===== config.mk =====
export PLATFORM = sky130hd
export DESIGN_NAME = key_evt_ctrl_flat
export DESIGN_NICKNAME = d
export VERILOG_FILES = /design/src/rtl/key_evt_pkg.sv /design/src/rtl/key_evt_if.sv /design/src/rtl/key_evt_fifo.sv /design/src/rtl/key_evt_ctrl.sv /design/src/flat_wrapper.sv
export SDC_FILE = /design/constraint.sdc
export NUM_CORES = 1
export LEC_CHECK = 0
export ABC_CLOCK_PERIOD_IN_PS = 2300
export CAP_MARGIN = 10
export CELL_PAD_IN_SITES_DETAIL_PLACEMENT = 0
export CELL_PAD_IN_SITES_GLOBAL_PLACEMENT = 1
export CORE_AREA = 4 4 119 150
export CTS_BUF_LIST = sky130_fd_sc_hd__clkbuf_8
export DETAILED_ROUTE_END_ITERATION = 8
export DIE_AREA = 0 0 123 154
export GPL_TIMING_DRIVEN = 0
export MAX_ROUTING_LAYER = met4
export PLACE_DENSITY_LB_ADDON = 0.25
export SYNTH_ARGS = -nofsm -noshare
export SYNTH_HDL_FRONTEND = slang
export SYNTH_SLANG_ARGS = --single-unit

===== constraint.sdc =====
create_clock -name clk -period 2.3 [get_ports clk]
set_input_delay 0.345 -clock clk [delete_from_list [all_inputs] [get_ports clk]]
set_output_delay 0.345 -clock clk [all_outputs]
set_load 0.005 [all_outputs]

===== src/rtl/key_evt_pkg.sv =====
// Shared event/state encodings and the event record width helper
// for the key event controller.
package key_evt_pkg;

  typedef enum logic [1:0] {
    EVT_SHORT   = 2'd0,
    EVT_LONG    = 2'd1,
    EVT_REPEAT  = 2'd2,
    EVT_RELEASE = 2'd3
  } evt_type_t;

  typedef enum logic [2:0] {
    ST_IDLE = 3'b001,
    ST_HELD = 3'b010,
    ST_LONG = 3'b100
  } key_st_t;

  function automatic int evt_w(input int kw);
    return kw + 2;
  endfunction

endpackage


===== src/rtl/key_evt_if.sv =====
// Valid/ready event stream from the key event controller to the application.
interface key_evt_if #(
  parameter int KW = 2
) ();

  logic          evt_valid;
  logic          evt_ready;
  logic [KW-1:0] evt_key;
  logic [1:0]    evt_type;

  modport master (output evt_valid, output evt_key, output evt_type, input evt_ready);
  modport slave  (input evt_valid, input evt_key, input evt_type, output evt_ready);

endinterface


===== src/rtl/key_evt_fifo.sv =====
// Small synchronous FIFO for queued key events; full/empty come straight
// from the pointer registers.
module key_evt_fifo #(
  parameter int WIDTH      = 4,
  parameter int FIFO_DEPTH = 4
) (
  input  logic             clk,
  input  logic             rst,
  input  logic             push,
  input  logic [WIDTH-1:0] din,
  output logic             full,
  input  logic             pop,
  output logic [WIDTH-1:0] dout,
  output logic             empty
);

  localparam int AW = $clog2(FIFO_DEPTH);

  logic [WIDTH-1:0] mem_r [FIFO_DEPTH];
  logic [AW:0]      wr_ptr_r;
  logic [AW:0]      rd_ptr_r;
  logic             do_push_s;
  logic             do_pop_s;

  assign empty     = (wr_ptr_r == rd_ptr_r);
  assign full      = (wr_ptr_r[AW] != rd_ptr_r[AW]) && (wr_ptr_r[AW-1:0] == rd_ptr_r[AW-1:0]);
  assign do_push_s = push && !full;
  assign do_pop_s  = pop && !empty;
  assign dout      = mem_r[rd_ptr_r[AW-1:0]];

  // storage and pointer update
  always_ff @(posedge clk or negedge rst) begin
    if (!rst) begin
      wr_ptr_r <= '0;
      rd_ptr_r <= '0;
      for (int i = 0; i < FIFO_DEPTH; i++) begin
        mem_r[i] <= '0;
      end
    end else begin
      if (do_push_s) begin
        mem_r[wr_ptr_r[AW-1:0]] <= din;
        wr_ptr_r                <= wr_ptr_r + 1'b1;
      end
      if (do_pop_s) begin
        rd_ptr_r <= rd_ptr_r + 1'b1;
      end
    end
  end

endmodule


===== src/rtl/key_evt_ctrl.sv =====
// Classifies debounced key presses into SHORT/LONG/REPEAT/RELEASE events and
// round-robin queues them onto a valid/ready stream.
module key_evt_ctrl
  import key_evt_pkg::*;
#(
  parameter int NKEYS      = 4,
  parameter int TICK_DIV   = 50000,
  parameter int LONG_MS    = 1000,
  parameter int REPEAT_MS  = 200,
  parameter int FIFO_DEPTH = 4
) (
  input  logic             clk,
  input  logic             rst,
  input  logic [NKEYS-1:0] key_state,
  key_evt_if.master        evt,
  output logic             ovf,
  input  logic             ovf_clr
);

  localparam int KW     = $clog2(NKEYS);
  localparam int EW     = evt_w(KW);
  localparam int MS_MAX = (LONG_MS > REPEAT_MS) ? LONG_MS : REPEAT_MS;
  localparam int MSW    = $clog2(MS_MAX + 1);
  localparam int PW     = (TICK_DIV > 1) ? $clog2(TICK_DIV) : 1;

  logic [PW-1:0]         pre_cnt_r;
  logic                  tick_s;
  logic [NKEYS-1:0]      pend_vld_s;
  logic [NKEYS-1:0][1:0] pend_type_s;
  logic [NKEYS-1:0]      drop_s;
  logic                  gnt_vld_s;
  logic [KW-1:0]         gnt_idx_s;
  logic [KW-1:0]         rr_ptr_r;
  logic                  fifo_full_s;
  logic                  fifo_empty_s;
  logic [EW-1:0]         fifo_dout_s;

  assign tick_s = (pre_cnt_r == PW'(TICK_DIV - 1));

  // shared millisecond prescaler
  always_ff @(posedge clk or negedge rst) begin
    if (!rst) begin
      pre_cnt_r <= '0;
    end else if (tick_s) begin
      pre_cnt_r <= '0;
    end else begin
      pre_cnt_r <= pre_cnt_r + 1'b1;
    end
  end

  for (genvar i = 0; i < NKEYS; i++) begin : g_key
    key_st_t        st_r, st_nxt_s;
    logic [MSW-1:0] ms_r, ms_nxt_s, ms_inc_s;
    logic           emit_s;
    evt_type_t      emit_type_s;
    logic           gnt_me_s;
    logic           pv_r;
    evt_type_t      pt_r;

    assign ms_inc_s       = (ms_r == {MSW{1'b1}}) ? ms_r : ms_r + 1'b1;
    assign gnt_me_s       = gnt_vld_s && (gnt_idx_s == KW'(i));
    assign pend_vld_s[i]  = pv_r;
    assign pend_type_s[i] = pt_r;
    assign drop_s[i]      = emit_s && pv_r && !gnt_me_s;

    // press classifier: release beats any threshold reached in the same cycle
    always_comb begin
      st_nxt_s    = st_r;
      ms_nxt_s    = ms_r;
      emit_s      = 1'b0;
      emit_type_s = EVT_SHORT;
      case (st_r)
        ST_IDLE: begin
          if (key_state[i]) begin
            st_nxt_s = ST_HELD;
            ms_nxt_s = '0;
          end else begin
            st_nxt_s = ST_IDLE;
          end
        end
        ST_HELD: begin
          if (!key_state[i]) begin
            emit_s      = 1'b1;
            emit_type_s = EVT_SHORT;
            st_nxt_s    = ST_IDLE;
          end else if (tick_s && (ms_inc_s == MSW'(LONG_MS))) begin
            emit_s      = 1'b1;
            emit_type_s = EVT_LONG;
            st_nxt_s    = ST_LONG;
            ms_nxt_s    = '0;
          end else if (tick_s) begin
            ms_nxt_s = ms_inc_s;
          end else begin
            ms_nxt_s = ms_r;
          end
        end
        ST_LONG: begin
          if (!key_state[i]) begin
            emit_s      = 1'b1;
            emit_type_s = EVT_RELEASE;
            st_nxt_s    = ST_IDLE;
          end else if (tick_s && (REPEAT_MS != 0) && (ms_inc_s == MSW'(REPEAT_MS))) begin
            emit_s      = 1'b1;
            emit_type_s = EVT_REPEAT;
            ms_nxt_s    = '0;
          end else if (tick_s) begin
            ms_nxt_s = ms_inc_s;
          end else begin
            ms_nxt_s = ms_r;
          end
        end
        default: begin
          st_nxt_s = ST_IDLE;
          ms_nxt_s = '0;
        end
      endcase
    end

    // key state, tick counter and one-deep pending event
    always_ff @(posedge clk or negedge rst) begin
      if (!rst) begin
        st_r <= ST_IDLE;
        ms_r <= '0;
        pv_r <= 1'b0;
        pt_r <= EVT_SHORT;
      end else begin
        st_r <= st_nxt_s;
        ms_r <= ms_nxt_s;
        if (emit_s && (!pv_r || gnt_me_s)) begin
          pv_r <= 1'b1;
          pt_r <= emit_type_s;
        end else if (gnt_me_s) begin
          pv_r <= 1'b0;
        end else begin
          pv_r <= pv_r;
        end
      end
    end
  end

  // round-robin pick starting after the last granted key; nearest candidate wins
  always_comb begin
    gnt_vld_s = 1'b0;
    gnt_idx_s = '0;
    if (!fifo_full_s) begin
      for (int j = NKEYS; j >= 1; j--) begin
        if (pend_vld_s[(int'(rr_ptr_r) + j) % NKEYS]) begin
          gnt_vld_s = 1'b1;
          gnt_idx_s = KW'((int'(rr_ptr_r) + j) % NKEYS);
        end else begin
          gnt_idx_s = gnt_idx_s;
        end
      end
    end else begin
      gnt_vld_s = 1'b0;
    end
  end

  // arbiter pointer and sticky overflow flag
  always_ff @(posedge clk or negedge rst) begin
    if (!rst) begin
      rr_ptr_r <= KW'(NKEYS - 1);
      ovf      <= 1'b0;
    end else begin
      if (gnt_vld_s) begin
        rr_ptr_r <= gnt_idx_s;
      end
      if (|drop_s) begin
        ovf <= 1'b1;
      end else if (ovf_clr) begin
        ovf <= 1'b0;
      end
    end
  end

  key_evt_fifo #(
    .WIDTH      (EW),
    .FIFO_DEPTH (FIFO_DEPTH)
  ) u_fifo (
    .clk   (clk),
    .rst   (rst),
    .push  (gnt_vld_s),
    .din   ({gnt_idx_s, pend_type_s[gnt_idx_s]}),
    .full  (fifo_full_s),
    .pop   (!fifo_empty_s && evt.evt_ready),
    .dout  (fifo_dout_s),
    .empty (fifo_empty_s)
  );

  assign evt.evt_valid = !fifo_empty_s;
  assign evt.evt_key   = fifo_dout_s[EW-1:2];
  assign evt.evt_type  = fifo_dout_s[1:0];

endmodule


===== src/flat_wrapper.sv =====
// flat-port wrapper written by rule: the top's interface ports become plain ports
module key_evt_ctrl_flat import key_evt_pkg::*;
#(
  parameter int NKEYS      = 4,
  parameter int TICK_DIV   = 50000,
  parameter int LONG_MS    = 1000,
  parameter int REPEAT_MS  = 200,
  parameter int FIFO_DEPTH = 4
)
  (clk, rst, key_state, ovf, ovf_clr, evt_evt_valid, evt_evt_key, evt_evt_type, evt_evt_ready);
  key_evt_if #(.KW(2)) evt_i ();
  input  logic clk;
  input  logic rst;
  input  logic [NKEYS-1:0] key_state;
  output logic ovf;
  input  logic ovf_clr;
  output wire logic [$bits(evt_i.evt_valid)-1:0] evt_evt_valid;
  output wire logic [$bits(evt_i.evt_key)-1:0] evt_evt_key;
  output wire logic [$bits(evt_i.evt_type)-1:0] evt_evt_type;
  input wire logic [$bits(evt_i.evt_ready)-1:0] evt_evt_ready;
  assign evt_evt_valid = evt_i.evt_valid;
  assign evt_evt_key = evt_i.evt_key;
  assign evt_evt_type = evt_i.evt_type;
  assign evt_i.evt_ready = evt_evt_ready;
  key_evt_ctrl #(.NKEYS(NKEYS), .TICK_DIV(TICK_DIV), .LONG_MS(LONG_MS), .REPEAT_MS(REPEAT_MS), .FIFO_DEPTH(FIFO_DEPTH)) u_core (.clk(clk), .rst(rst), .key_state(key_state), .evt(evt_i), .ovf(ovf), .ovf_clr(ovf_clr));
endmodule

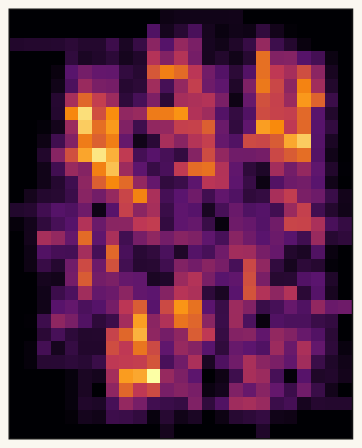
*Routed metal per tile, run 1*
The die is cut into 25 by 31 equal tiles; black is low, pale yellow is high, scaled to the fullest tile. Values are wire area over tile area, all layers added.
tiles over half the peak: 14%
mean over tiles: 0.15
densest ninth of the die: bottom center
emptiest ninth of the die: lower left

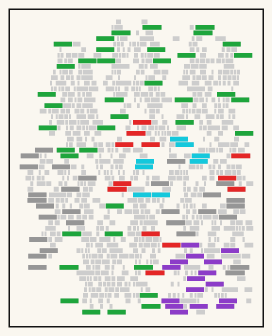
*Sequential cells grouped by signal name, run 1*
legend:
  u_core.u_fifo.mem_r:
    color: purple
    sequential_cells: 16
    where: lower right
  u_core.g_key.st_r:
    color: red
    sequential_cells: 12
  u_core.g_key.ms_r:
    color: green
    sequential_cells: 40
    where: all over the die
  u_core.g_key.pt_r:
    color: cyan
    sequential_cells: 8
not colored: 29

==> results_dict.tcl, run 1 <==
# collected from the flow reports
set metrics [dict create \
    status "finished, violations left" \
    violations "negative setup slack" \
    firstDrtPassIters 5 \
    die_y_um 154 \
    top_layer_used "met4" \
    final.min_clock_period_ns 2.551 \
    aoi_share_pct 19.58 \
    max-vdd-ir-drop_v 0.0003228 \
    cp-start-kind "flip-flop" \
    synthCells 739 \
    power_switching_mw 2.222 \
    grt_pass1_vias 5956 \
    layout_setup_ws_ns -0.2510 \
    p_seq_share_pct 42.0 \
    finalSetupViolations 35 \
    dieArea_mm2 0.01894 \
    crit_family "simple AND/OR/NAND/NOR gates" \
    rsz0062_at_grt "true" \
    logic_gates 581 \
    ys_area_mm2 0.006480 \
    most_common_cell "dfrtp_1" \
    hold_path.class "primary input to asynchronous set/reset pin" \
    synthesis.nets 757 \
    placed_cells 973 \
    synthArstFlopShare_pct 100.0 \
    met1_length_um 7465 \
    synthToLayoutAreaGrowth_pct 28.98 \
    io_buffers 13 \
    syn_area_mm2 0.006480 \
    setup.worst_path.class "flip-flop to flip-flop" \
    edf_count 0 \
    synth_top_cell_by_area "dfrtp_1" \
    worst-path-stages 10 \
    post_cts_resized 110 \
    grt-ovfl-total 0 \
    gp_congestion 0.8748 \
    taps 220 \
    clkSlewWorstSetupHoldPaths_ns 0.12 \
    slew_violations 0 \
]
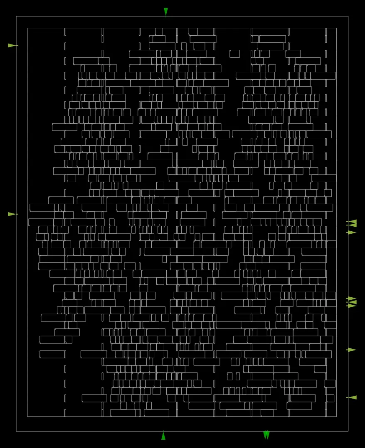
*Placement view, run 1*
Final Util: 50.62%
core area: 0.01651 mm2
Filler Cell Count: 1,519
flop count: 105

run 1: through the flow:
step	instance area (um2)	hold WS (ns)	util, %	TNS [ns]
CTS	7879	0.05770	47.72	-2.016
global route	8358	0.09072	50.62	-8.832
detailed placement	6969	0.4513	42.21	-22.62
finish	8358	0.01961	50.62	-3.968
floorplan	6539	0.04941	-	-0.4613
global placement	6944	0.4451	42.06	-360.21
run 1: power groups by stage:
stage                     Clock [mW]  Combinational, mW  Sequential [mW]
after CTS                       1.26               2.00             2.42
after floorplan                    0               1.32             2.36
after global routing            1.34               2.39             2.47
final                           1.21               2.13             2.42
after global placement             0               1.84             2.41
after detailed placement           0               1.89             2.42
==> run 2, diff against run 1 <==
--- a/config.mk
+++ b/config.mk
@@ -11,6 +11,7 @@
 export CELL_PAD_IN_SITES_GLOBAL_PLACEMENT = 1
 export CORE_AREA = 4 4 119 150
 export CTS_BUF_LIST = sky130_fd_sc_hd__clkbuf_8
+export CTS_CLUSTER_SIZE = 28
 export DETAILED_ROUTE_END_ITERATION = 8
 export DIE_AREA = 0 0 123 154
 export GPL_TIMING_DRIVEN = 0
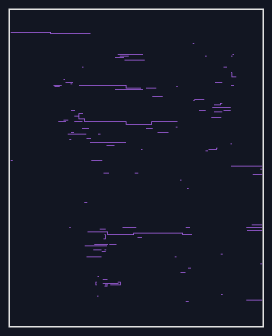
*Metal 3, run 2*
longest straight run: 23.9 um
nets with wire on the layer: 68
share of all routed wire: 2.8%
wire length on this layer: 486 um
main direction: horizontal
WL final: 17,560 um
GR Layer Usage met3: 2.796%
vias: 6,097

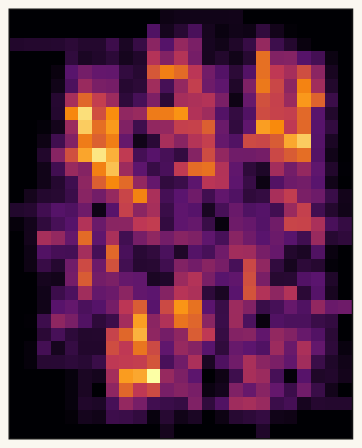
*Routed metal per tile, run 2*
The die is cut into 25 by 31 equal tiles; black is low, pale yellow is high, scaled to the fullest tile. Values are wire area over tile area, all layers added.
overall global routing resource usage: 19.18%
WL per Instance: 16.53 um

==> results_dict.tcl, run 2 <==
# collected from the flow reports
set metrics [dict create \
    most_common_cell "dfrtp_1" \
    num-fill-cells 1519 \
    rsz0062_at_grt "true" \
    stdcell_area_mm2 0.008358 \
    synthesis.nets 757 \
    setup.worst_path.class "flip-flop to flip-flop" \
    nNonClkBuffers 121 \
    dieArea_mm2 0.01894 \
    maxPowerGroup "registers" \
    firstDrtPassIters 5 \
    die_y_um 154 \
    syn_area_mm2 0.006480 \
    violations "negative setup slack" \
    ys_area_mm2 0.006480 \
    max-vdd-ir-drop_v 0.0003228 \
    power_switching_mw 2.222 \
    final.min_clock_period_ns 2.551 \
    logic_gates 581 \
    grt-ovfl-total 0 \
    whs_ns 0.01961 \
    p_seq_share_pct 42.0 \
    edf_count 0 \
    status "finished, violations left" \
    finalSetupViolations 35 \
    gp_congestion 0.8748 \
    slew_violations 0 \
    ys.flop_type "dfrtp_1" \
    post_cts_resized 110 \
    placed_area_mm2 0.006969 \
    p_comb_mw 2.13 \
    synthToLayoutAreaGrowth_pct 28.98 \
    aoi_share_pct 19.58 \
    synth_top_cell_by_area "dfrtp_1" \
    synthArstFlopShare_pct 100.0 \
    seq_cells 105 \
    clkSlewWorstSetupHoldPaths_ns 0.12 \
    hold_path.class "primary input to asynchronous set/reset pin" \
    layout_setup_ws_ns -0.2510 \
    grt_pass1_wl_um 28810 \
    core-area_mm2 0.01651 \
    synthCells 739 \
    io_buffers 13 \
    met1_length_um 7465 \
    taps 220 \
    finalHoldViolCount 0 \
    top_layer_used "met4" \
]
## run 2: cell counts after synthesis
No cell type changed its count.
## run 2: stage by stage
stage / std cells / utilization (%) / TNS, ns
global placement: 972 / 42.06 / -360.21
global route: 1062 / 50.62 / -8.832
finish: 1062 / 50.62 / -3.968
detailed placement: 973 / 42.21 / -22.62
CTS: 1034 / 47.72 / -2.016
floorplan: 739 / - / -0.4613
## run 2: critical path, cell delays in order, from the launching register on
cell and delay (ns):
dfrtp_1 0.38, buf_6 0.10, nand4_1 0.18, buf_4 0.21
nor3_4 0.17, o21ai_1 0.08, or4_4 0.52, o21a_1 0.22
a2bb2oi_2 0.15, nor2_1 0.12, mux2_1 0.32
No activity file was given, so power comes from the tool's default toggle rates.
